**src/rtl/imem_responder_pkg.sv**
```systemverilog
// Shared definitions for the instruction-side memory responder: address width,
// responder FSM states and the fetch-stage NOP word.
package imem_responder_pkg;

    localparam int unsigned XLEN = 32;

    // Canonical RISC-V NOP (addi x0, x0, 0), shared with the fetch stage
    localparam logic [31:0] NOP = 32'h0000_0013;

    typedef enum logic [1:0] {
        S_IDLE     = 2'd0,
        S_LOOKUP   = 2'd1,
        S_MISS_REQ = 2'd2,
        S_RESP     = 2'd3
    } state_t;

endpackage

```
**src/rtl/icache_array.sv**
```systemverilog
// Tag and data storage for the direct-mapped instruction cache: one synchronous
// read port and one write port, no reset so the arrays map onto block RAM.
module icache_array #(
    parameter int unsigned IDX_W = 6,
    parameter int unsigned TAG_W = 24
) (
    input  logic             i_clk,
    input  logic             i_rd_en,
    input  logic [IDX_W-1:0] i_rd_idx,
    output logic [TAG_W-1:0] o_rd_tag,
    output logic [31:0]      o_rd_data,
    input  logic             i_wr_en,
    input  logic [IDX_W-1:0] i_wr_idx,
    input  logic [TAG_W-1:0] i_wr_tag,
    input  logic [31:0]      i_wr_data
);

    localparam int unsigned DEPTH = 1 << IDX_W;

    logic [TAG_W-1:0] r_tag_mem  [DEPTH];
    logic [31:0]      r_data_mem [DEPTH];
    logic [TAG_W-1:0] r_rd_tag;
    logic [31:0]      r_rd_data;

    always_ff @(posedge i_clk) begin
        if (i_wr_en) begin
            r_tag_mem[i_wr_idx]  <= i_wr_tag;
            r_data_mem[i_wr_idx] <= i_wr_data;
        end
        if (i_rd_en) begin
            r_rd_tag  <= r_tag_mem[i_rd_idx];
            r_rd_data <= r_data_mem[i_rd_idx];
        end
    end

    assign o_rd_tag  = r_rd_tag;
    assign o_rd_data = r_rd_data;

endmodule

```
**src/rtl/imem_responder.sv**
```systemverilog
// Fetch-side responder: direct-mapped one-word-per-line I-cache answering the
// fetch req/ack handshake, refilling misses over a single-outstanding read port.
module imem_responder
    import imem_responder_pkg::*;
#(
    parameter int unsigned IDX_W = 6
) (
    input  logic            i_clk,
    input  logic            i_rst,
    input  logic            i_inst_req,
    input  logic [XLEN-1:0] i_inst_req_addr,
    input  logic            i_stall_DDR2,
    input  logic            i_invalidate,
    output logic [31:0]     or_inst_data,
    output logic            or_inst_ack,
    output logic            or_mem_req,
    output logic [XLEN-1:0] or_mem_addr,
    input  logic [31:0]     i_mem_data,
    input  logic            i_mem_ack,
    output logic [31:0]     or_hit_count,
    output logic [31:0]     or_miss_count
);

    localparam int unsigned TAG_W = XLEN - IDX_W - 2;
    localparam int unsigned DEPTH = 1 << IDX_W;

    state_t           r_state;
    state_t           w_state_next;
    logic [XLEN-3:0]  r_req_addr;
    logic [DEPTH-1:0] r_valid;

    logic [IDX_W-1:0] w_req_idx;
    logic [TAG_W-1:0] w_req_tag;
    logic [TAG_W-1:0] w_rd_tag;
    logic [31:0]      w_rd_data;
    logic             w_addr_match;
    logic             w_hit;
    logic             w_rd_en;
    logic             w_lookup_hit;
    logic             w_lookup_miss;
    logic             w_issue;
    logic             w_fill;
    logic             w_fill_ack;
    logic             w_unused_addr_lsbs;

    assign w_req_idx          = r_req_addr[IDX_W-1:0];
    assign w_req_tag          = r_req_addr[XLEN-3:IDX_W];
    assign w_unused_addr_lsbs = ^i_inst_req_addr[1:0];

    // Fetch still wants the same word we latched in IDLE
    assign w_addr_match = i_inst_req && (i_inst_req_addr[XLEN-1:2] == r_req_addr);
    assign w_hit        = r_valid[w_req_idx] && !i_invalidate && (w_rd_tag == w_req_tag);

    icache_array #(
        .IDX_W (IDX_W),
        .TAG_W (TAG_W)
    ) u_array (
        .i_clk     (i_clk),
        .i_rd_en   (w_rd_en),
        .i_rd_idx  (i_inst_req_addr[IDX_W+1:2]),
        .o_rd_tag  (w_rd_tag),
        .o_rd_data (w_rd_data),
        .i_wr_en   (w_fill),
        .i_wr_idx  (w_req_idx),
        .i_wr_tag  (w_req_tag),
        .i_wr_data (i_mem_data)
    );

    always_ff @(posedge i_clk) begin
        if (i_rst) begin
            r_state <= S_IDLE;
        end else begin
            r_state <= w_state_next;
        end
    end

    always_comb begin
        w_state_next  = r_state;
        w_rd_en       = 1'b0;
        w_lookup_hit  = 1'b0;
        w_lookup_miss = 1'b0;
        w_issue       = 1'b0;
        w_fill        = 1'b0;
        w_fill_ack    = 1'b0;
        case (r_state)
            S_IDLE: begin
                if (i_inst_req) begin
                    w_rd_en      = 1'b1;
                    w_state_next = S_LOOKUP;
                end
            end
            S_LOOKUP: begin
                if (!w_addr_match) begin
                    w_state_next = S_IDLE;
                end else if (w_hit) begin
                    w_lookup_hit = 1'b1;
                    w_state_next = S_RESP;
                end else begin
                    w_lookup_miss = 1'b1;
                    w_state_next  = S_MISS_REQ;
                end
            end
            S_MISS_REQ: begin
                // Stall only gates issue; an outstanding read always completes
                if (or_mem_req) begin
                    if (i_mem_ack) begin
                        w_fill = 1'b1;
                        if (w_addr_match) begin
                            w_fill_ack   = 1'b1;
                            w_state_next = S_RESP;
                        end else begin
                            w_state_next = S_IDLE;
                        end
                    end
                end else if (!i_stall_DDR2) begin
                    w_issue = 1'b1;
                end
            end
            S_RESP: begin
                w_state_next = S_IDLE;
            end
            default: begin
                w_state_next = S_IDLE;
            end
        endcase
    end

    always_ff @(posedge i_clk) begin
        if (i_rst) begin
            r_req_addr    <= '0;
            r_valid       <= '0;
            or_inst_data  <= '0;
            or_inst_ack   <= 1'b0;
            or_mem_req    <= 1'b0;
            or_mem_addr   <= '0;
            or_hit_count  <= '0;
            or_miss_count <= '0;
        end else begin
            or_inst_ack <= w_lookup_hit || w_fill_ack;

            if (w_rd_en) begin
                r_req_addr <= i_inst_req_addr[XLEN-1:2];
            end

            if (w_lookup_hit) begin
                or_inst_data <= w_rd_data;
            end else if (w_fill_ack) begin
                or_inst_data <= i_mem_data;
            end

            if (w_issue) begin
                or_mem_req  <= 1'b1;
                or_mem_addr <= {r_req_addr, 2'b00};
            end else if (w_fill) begin
                or_mem_req <= 1'b0;
            end

            // Invalidate wins over a same-cycle fill: the line stays invalid
            if (i_invalidate) begin
                r_valid <= '0;
            end else if (w_fill) begin
                r_valid[w_req_idx] <= 1'b1;
            end

            if (w_lookup_hit && (or_hit_count != '1)) begin
                or_hit_count <= or_hit_count + 32'd1;
            end
            if (w_lookup_miss && (or_miss_count != '1)) begin
                or_miss_count <= or_miss_count + 32'd1;
            end
        end
    end

endmodule
```
**config.mk**
```make
export PLATFORM = sky130hd
export DESIGN_NAME = imem_responder
export DESIGN_NICKNAME = d
export VERILOG_FILES = /design/src/rtl/imem_responder_pkg.sv /design/src/rtl/icache_array.sv /design/src/rtl/imem_responder.sv
export SDC_FILE = /design/constraint.sdc
export NUM_CORES = 2
export LEC_CHECK = 0
export ABC_AREA = 0
export CORE_MARGIN = 2
export CORE_UTILIZATION = 65
export CTS_BUF_LIST = sky130_fd_sc_hd__clkbuf_8
export CTS_CLUSTER_DIAMETER = 120
export DETAILED_ROUTE_END_ITERATION = 10
export HOLD_SLACK_MARGIN = 0.02
export PLACE_DENSITY = 0.81
export SLEW_MARGIN = 20
export SYNTH_ARGS = -nofsm -noshare
export SYNTH_HDL_FRONTEND = slang
export SYNTH_SLANG_ARGS = --single-unit
```
**constraint.sdc**
```tcl
create_clock -name i_clk -period 5.6 [get_ports i_clk]
set_clock_uncertainty 0.15 [all_clocks]
set_input_delay 1.12 -clock i_clk [delete_from_list [all_inputs] [get_ports i_clk]]
set_output_delay 1.12 -clock i_clk [all_outputs]
set_load 0.01 [all_outputs]
```
**Nets reached from selected ports**

Drawn at 1 px/um.
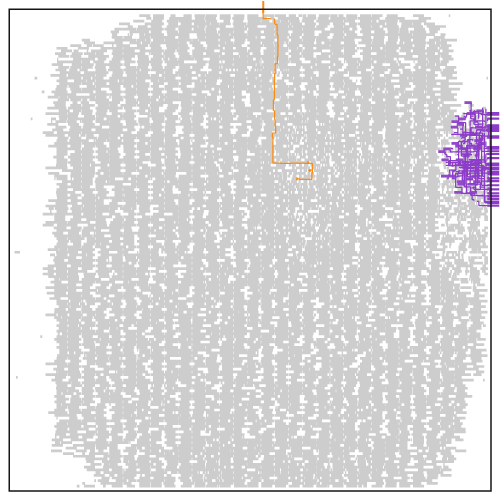
i_invalidate: in orange, direction input, end cells 3, buffers 1, wire 253 um. or_miss_count: in purple, direction output, end cells 32, buffers 32, wire 2,090 um.
IO Port Bufs: 195
IO Count: 200

**Wire density map**

24 x 24 tiles, from white (low) to dark blue (high), scaled to the fullest tile. Values are wire area over tile area, all layers added.
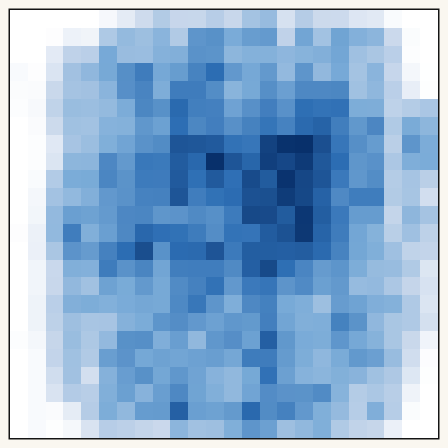
The densest ninth of the die: centre. 47% of the tiles are over half the peak. The mean over all tiles is 0.34. The fullest tile reaches 0.74. 8.2% of the tiles are nearly empty.
WL final: 433,000 um
GRT Util Overall: 0.379
via count: 79,200
wire per inst: 40.8 um

-- metal layers --
layer  vias up  GRT usage  share of wire
met2      8494      0.582           0.47
met5         -          0        0.00019
met1     40100      0.494           0.31
li1      28900          -              -
met4        14      0.213          0.069
met3      1665      0.111           0.15
-- report_power, final --
group / switching (uW) / internal [uW]
Clock: 10900 / 11000
Sequential: 68.1 / 31700
Combinational: 1500 / 1060
-- logic make-up (layout without fill, tap and decap cells) --
kind of cell | after synthesis | after routing
buffers and inverters | 361 | 1499
XOR/XNOR | 54 | 54
AND-OR/OR-AND | 271 | 271
other | 1 | 13
adder cells (fa/ha/maj) | 2 | 2
AND/OR/NAND/NOR | 652 | 652
multiplexers | 1254 | 1254
flip-flops | 3864 | 3864
-- state kept, by name, indices dropped and copies added (netlist names) --
| signal | count |
|---|---|
| u_array.r_data_mem | 2048 |
| u_array.r_tag_mem | 1536 |
| r_valid | 64 |
| or_hit_count | 32 |
| or_inst_data | 32 |
| or_miss_count | 32 |
| u_array.o_rd_data | 32 |
| or_mem_addr | 30 |
| r_req_addr | 30 |
| u_array.o_rd_tag | 24 |
| r_state | 2 |
| or_inst_ack | 1 |
| or_mem_req | 1 |
-- per-stage QoR --
step / setup WS [ns] / instance area (um^2) / std cells / utilization / total power (uW)
6_report: 1.09 / 166000 / 10600 / 0.739 / 56200
5_1_grt: 1.15 / 166000 / 10600 / 0.739 / 57400
4_1_cts: 1.24 / 166000 / 10600 / 0.738 / 56200
3_5_place_dp: 0.517 / 155000 / 9544 / 0.691 / 34800
3_3_place_gp: 0.491 / 155000 / 9544 / 0.691 / 34700
2_1_floorplan: 0.849 / 147000 / 6460 / - / 33900
-- layout by cell type (no fill, tap or decap), types with 8 or more instances in the layout --
cell type,count
or3_1,19
nor4_1,24
mux2i_1,55
clkinv_1,128
mux4_2,1153
or4_1,28
clkinvlp_4,19
nor2b_1,23
nand4_1,32
o22ai_1,8
nand3_1,68
clkdlybuf4s50_1,156
diode_2,11
buf_4,156
buf_2,18
buf_12,113
mux2_2,46
a21oi_1,138
clkbuf_8,632
o21ai_0,37
and3_1,8
dfxtp_2,24
xor2_1,22
clkinv_2,64
inv_1,189
and2_1,8
o21a_1,16
and4_1,12
edfxtp_1,3640
dfxtp_1,199
xnor2_1,32
o31ai_1,26
nor2_1,143
bufinv_16,13
a22oi_1,36
nand2_1,185
nor2_4,64
-- area by class of cell --
cell class / count / area (um^2) / area share
Antenna cell: 11 / 27.5 / 0.000165
Clock buffer: 632 / 8700 / 0.0523
Clock inverter: 411 / 2050 / 0.0123
Inverter: 6 / 27.5 / 0.000165
Multi-Input combinational cell: 2235 / 32800 / 0.197
Sequential cell: 3864 / 114000 / 0.684
Tap cell: 2992 / 3740 / 0.0225
Timing Repair Buffer: 450 / 5190 / 0.0312
-- worst max-delay path by stage --
stage	startpoint	endpoint	cells after the start
finish	u_array.o_rd_tag[23]	or_inst_data[2]	8
global route	u_array.o_rd_tag[23]	or_hit_count[21]	7
CTS	u_array.o_rd_tag[23]	or_inst_data[30]	8
detailed placement	i_inst_req_addr[23]	or_inst_data[8]	10
global placement	i_inst_req_addr[23]	or_hit_count[21]	9
floorplan	i_mem_ack	u_array.r_data_mem[40][0]	4
==> out/qor.yml <==
outcome:
  status: "finished, final reports clean"
global_route:
  grt_pass1_vias: 78100
  antenna_found_initial: 17
  grt_max_degree: 130
layout:
  syn_to_final_growth_pct: 12.8
  drive_above_1_share: 0.307
  nNetsFinal: 7224
synthesis:
  ys_ff: 3864
  topCellsByArea: "edfxtp_1 (74%), mux4_2 (18%), dfxtp_1 (3.0%), clkbuf_1 (0.62%), nor2_1 (0.53%)"
  most_common_cell: "edfxtp_1"
  top_cells_by_count: "edfxtp_1 (3,640), mux4_2 (1,153), clkbuf_1 (243), dfxtp_1 (224), nor2_1 (208)"
  top_area_frac: 0.741
  edf_count: 3640
  xor_share: 0.00321
  async_reset_ff_frac: 0
  ys_cells: 6459
  yosys.area_share.aoi: 0.0109
  ys_top_logic_family: "multiplexers"
  ys_warn_count: 0
power:
  power.density_nw_per_um2: 338
  peakVddDrop_uv: 257
worst_setup_path:
  worstPathArrival_ns: 5.33
  critical_path_class: "reg -> reg"
  cp_num_buf_inv: 1
  cp_top_family: "simple AND/OR/NAND/NOR gates"
  cpPeakStageDelay_ns: 0.84
  critPathRequiredTime_ns: 6.42
  r2r-start: "u_array.o_rd_tag[23]"
  critical_path.max_fanout: 50
  crit_slowest_cell: "a2111o_2"
  rr_endpoint: "or_inst_data[2]"
  r2r_setup_slack_ns: 1.09
  start_kind: "flop"
  worstRegToRegCells: 8
clock_network:
  cts_htree_levels: 6
  cts_resized: 0
  cts_buffer_depth: 4
  cts_tree: "done"
  clock_latency_ns: 1.17
sta:
  setup_viol: 0
  max_freq_mhz: 222
  finalHoldViolCount: 0
  holdWs_ns: 0.209
  max-slew-margin-rel: 0.189
  layout_min_cycle_time_ns: 4.51
  period_used_share: 0.806
  tightest_slew_ns: 1.22
  slew_violations: 0
flow_run:
  maxCapViolations: 0
  warnings: 41
route:
  ant_nets: 0
  drtIter0Drc: 14900
  drc: 0
  drtPass1Iterations: 9
floorplanning:
  rows: 174
  core_um2: 225000
  fp.dieArea_um2: 231000
  die_w_um: 480
  floorplan.core_util: 0.655
worst_hold_path:
  hold_start: "i_mem_data[4]"
Power is estimated from default activity; no workload was simulated.
